File: src/rtl/rst_seq_sync.sv
// Multi-channel reset synchronizer and sequencer: synchronizes an async active-low
// reset, holds, then releases NUM_CH channel resets in order; supports SW re-runs.
module rst_seq_sync #(
  parameter int unsigned NUM_STAGES  = 2,
  parameter int unsigned NUM_CH      = 3,
  parameter int unsigned HOLD_CYCLES = 4,
  parameter int unsigned GAP_CYCLES  = 2
) (
  input  logic              CLK,
  input  logic              RST,
  input  logic              SW_RST_REQ,
  output logic [NUM_CH-1:0] SYNC_RST,
  output logic              RST_DONE,
  output logic              RST_CAUSE
);

  localparam int unsigned MAX_CNT = (HOLD_CYCLES > GAP_CYCLES) ? HOLD_CYCLES : GAP_CYCLES;
  localparam int unsigned CW      = $clog2(MAX_CNT) + 1;
  localparam int unsigned CHW     = $clog2(NUM_CH) + 1;

  localparam logic [CW-1:0]  HOLD_LAST = CW'(HOLD_CYCLES - 1);
  localparam logic [CW-1:0]  GAP_LAST  = CW'(GAP_CYCLES - 1);
  localparam logic [CHW-1:0] CH_LAST   = CHW'(NUM_CH - 1);

  typedef enum logic [1:0] {
    WAIT_SYNC,
    HOLD,
    RELEASE,
    DONE
  } state_t;

  state_t              state_q, state_d;
  logic [NUM_STAGES-1:0] sync_q;
  logic [CW-1:0]       cnt_q, cnt_d;
  logic [CHW-1:0]      ch_q, ch_d;
  logic [NUM_CH-1:0]   sync_rst_q, sync_rst_d;
  logic                done_q, done_d;
  logic                cause_q, cause_d;
  logic                rst_ok;
  logic                sw_accept;

  always_ff @(posedge CLK or negedge RST) begin
    if (!RST) sync_q <= '0;
    else      sync_q <= {sync_q[NUM_STAGES-2:0], 1'b1};
  end

  assign rst_ok    = sync_q[NUM_STAGES-1];
  assign sw_accept = SW_RST_REQ && rst_ok && (state_q != WAIT_SYNC);

  always_ff @(posedge CLK or negedge RST) begin
    if (!RST) begin
      state_q    <= WAIT_SYNC;
      cnt_q      <= '0;
      ch_q       <= '0;
      sync_rst_q <= '0;
      done_q     <= 1'b0;
      cause_q    <= 1'b0;
    end else begin
      state_q    <= state_d;
      cnt_q      <= cnt_d;
      ch_q       <= ch_d;
      sync_rst_q <= sync_rst_d;
      done_q     <= done_d;
      cause_q    <= cause_d;
    end
  end

  always_comb begin
    state_d    = state_q;
    cnt_d      = cnt_q;
    ch_d       = ch_q;
    sync_rst_d = sync_rst_q;
    done_d     = done_q;
    cause_d    = cause_q;
    if (sw_accept) begin
      state_d    = HOLD;
      cnt_d      = '0;
      ch_d       = '0;
      sync_rst_d = '0;
      done_d     = 1'b0;
      cause_d    = 1'b1;
    end else begin
      case (state_q)
        // Leave one edge early (on the bit about to become rst_ok) so the hold
        // count starts at the edge where rst_ok rises.
        WAIT_SYNC: begin
          if (sync_q[NUM_STAGES-2]) begin
            state_d = HOLD;
            cnt_d   = '0;
          end
        end
        HOLD: begin
          if (cnt_q == HOLD_LAST) begin
            sync_rst_d[0] = 1'b1;
            cnt_d         = '0;
            ch_d          = CHW'(1);
            if (NUM_CH == 1) begin
              done_d  = 1'b1;
              state_d = DONE;
            end else begin
              state_d = RELEASE;
            end
          end else begin
            cnt_d = cnt_q + CW'(1);
          end
        end
        RELEASE: begin
          if (cnt_q == GAP_LAST) begin
            for (int unsigned i = 0; i < NUM_CH; i++) begin
              if (CHW'(i) == ch_q) sync_rst_d[i] = 1'b1;
            end
            cnt_d = '0;
            ch_d  = ch_q + CHW'(1);
            if (ch_q == CH_LAST) begin
              done_d  = 1'b1;
              state_d = DONE;
            end
          end else begin
            cnt_d = cnt_q + CW'(1);
          end
        end
        DONE:    state_d = DONE;
        default: state_d = WAIT_SYNC;
      endcase
    end
  end

  assign SYNC_RST  = sync_rst_q;
  assign RST_DONE  = done_q;
  assign RST_CAUSE = cause_q;

endmodule
File: config.mk
export PLATFORM = sky130hd
export DESIGN_NAME = rst_seq_sync
export DESIGN_NICKNAME = d
export VERILOG_FILES = /design/src/rtl/rst_seq_sync.sv
export SDC_FILE = /design/constraint.sdc
export NUM_CORES = 1
export LEC_CHECK = 0
export ABC_AREA = 1
export CAP_MARGIN = 20
export CORE_MARGIN = 5
export CORE_UTILIZATION = 30
export DETAILED_ROUTE_END_ITERATION = 10
export GPL_TIMING_DRIVEN = 1
export PLACE_DENSITY = 0.5
export SLEW_MARGIN = 20
export SYNTH_ARGS = -nofsm -noshare
export SYNTH_HDL_FRONTEND = slang
export SYNTH_SLANG_ARGS = --single-unit
File: constraint.sdc
create_clock -name CLK -period 1.65 [get_ports CLK]
set_input_delay 0.4125 -clock CLK [delete_from_list [all_inputs] [get_ports CLK]]
set_output_delay 0.4125 -clock CLK [all_outputs]
set_load 0.02 [all_outputs]
==> reports/qor.txt <==
Status: complete, no violations
DRT antenna net count: 0
Area growth syn-to-layout: 15.8%
Reg clk slew, reported paths: 0.08 ns
Worst setup margin: 0.154 ns
Yosys aoi share: 0.0854
Met3 Usage GRT: 0.0328
PD cells: 1630 nW/um^2
CTS buffer count: 3
Clock root cell: clkbuf_4
GRT overflow: 0
Tap cells: 31
Crit path capture type: flip-flop
Core box area: 2810 sq um
Simple-gate share of the synthesized area: 0.266
WL final: 1690 um
Maximum number of pins on one net before global-route repair: 15
Most numerous logic cells after layout: 25 x nand2_1, 14 x dfrtp_1, 14 x inv_1
Mean routed wirelength per cell: 11.4 um
Antenna violations before repair: 0
ClkCell Share: 0.0218
Cell repeated most along the worst path: nand2_1
Setup CP Type: flip-flop to flip-flop
Multi-input gates: 74
Yosys stat cell total: 105
Critical path peak fanout: 4
Late-Pin Clk Latency: 0.28 ns
Worst R2R Path Depth: 8
First-pass GRT wire length: 3040 um
Vias in the first global route: 684
Synth unique cells: 22
Num ports: 8
Min-delay src: sync_q[0]
PnR Total Power: 1.69 mW
Final worst-path cycle share: 0.907
Critical Path, Cell by Cell: ha_1, ha_1, inv_1, nand2_1, nand2_1, nand2_1, nand4_1, nand2_1
Crit start category: flip-flop
Comb area: 473 sq um
Biggest Area Class: combinational gates
Layout clock buffer count: 3
FMAX: 668 MHz
XORs/XNORs by Area: 0
Max-slew violations: 0
Buffering overhead: 0.0907
Clk_skew: 0.00117 ns
Power Sequential: 0.514 mW
Comb area leader: simple AND/OR/NAND/NOR gates
Tool warning count: 34
Number of max-cap violations: 0
Sequential cell area: 350 sq um
P_sw: 0.779 mW
Post-DP Area: 1010 sq um
Avg Inst Size Synth: 8.51 sq um
CTS HTree Levels: 1
Worst hold slack: 0.384 ns
R2R Setup Slk: 0.15 ns
Fin cells: 148
Worst min path class: flip-flop to flip-flop
Mapped Cells: 105
Sequential power share: 0.305
Cell count after placement: 145
Post-CTS setup buffers: 0
Inverters: 15
CP startpoint: cnt_q[0]
Stages on worst setup path: 8
Leakage: 0.525 nW
Post-synth design cell area: 893 sq um
Final Core Density: 0.369
Delay of the slowest critical-path stage: 0.42 ns
Final Hold Viols: 0
Routed wire length on met3: 101 um
Clock power frac: 0.116
M1 GR Usage: 0.124
Core Rows: 19
DR WL met2: 752 um
Critical-path top delay cell: dfrtp_1
DRT iter0 DRCs: 9
Pre-Repair DR Iteration Count: 4
Post-Route Setup TNS: 0 ns
N_diodes: 0
Hold depth: 0
GRT busiest layer: met2
Power Combinational: 0.976 mW
Reg2reg start: cnt_q[0]
Worst Setup EP: state_q[0]
Synth warn: 0
-- cells in the mapped netlist, drive strengths merged --
master / instances / area share
nand3: 8 / 0.056
a31oi: 2 / 0.014
nand4: 4 / 0.028
nor2: 8 / 0.036
o21ai: 6 / 0.055
dfrtp: 14 / 0.39
buf: 2 / 0.021
nand2: 26 / 0.11
a21oi: 3 / 0.017
ha: 12 / 0.17
inv: 15 / 0.063
conb: 1 / 0.0042
nand3b: 2 / 0.017
or2: 2 / 0.017
-- state kept, by name, indices dropped and copies added (netlist names) --
name / flops
SYNC_RST: 2
cnt_q: 3
sync_q: 2
RST_DONE: 1
RST_CAUSE: 1
ch_q: 3
state_q: 2
==> images/io_placement.png <==
Pins as bars across the die edge, other pins in grey.
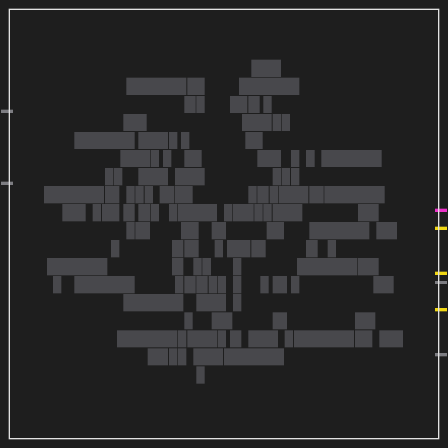
- `SYNC_RST`: yellow (pins 3; direction output; edge right)
- `RST_CAUSE`: magenta (pins 1; direction output; edge right)

==> images/placement_by_type.png <==
Bar = 20 um.
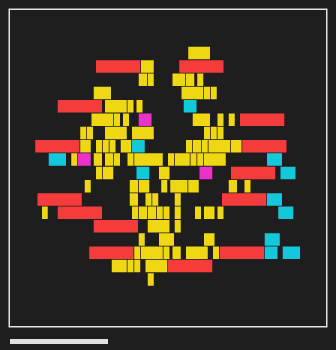
- sequential cells: red (cells 14)
- remaining buffers and delay cells: cyan (cells 11)
- combinational and other logic: yellow (cells 89)
- clock drivers: magenta (cells 3)

No activity file was given, so power comes from the tool's default toggle rates.
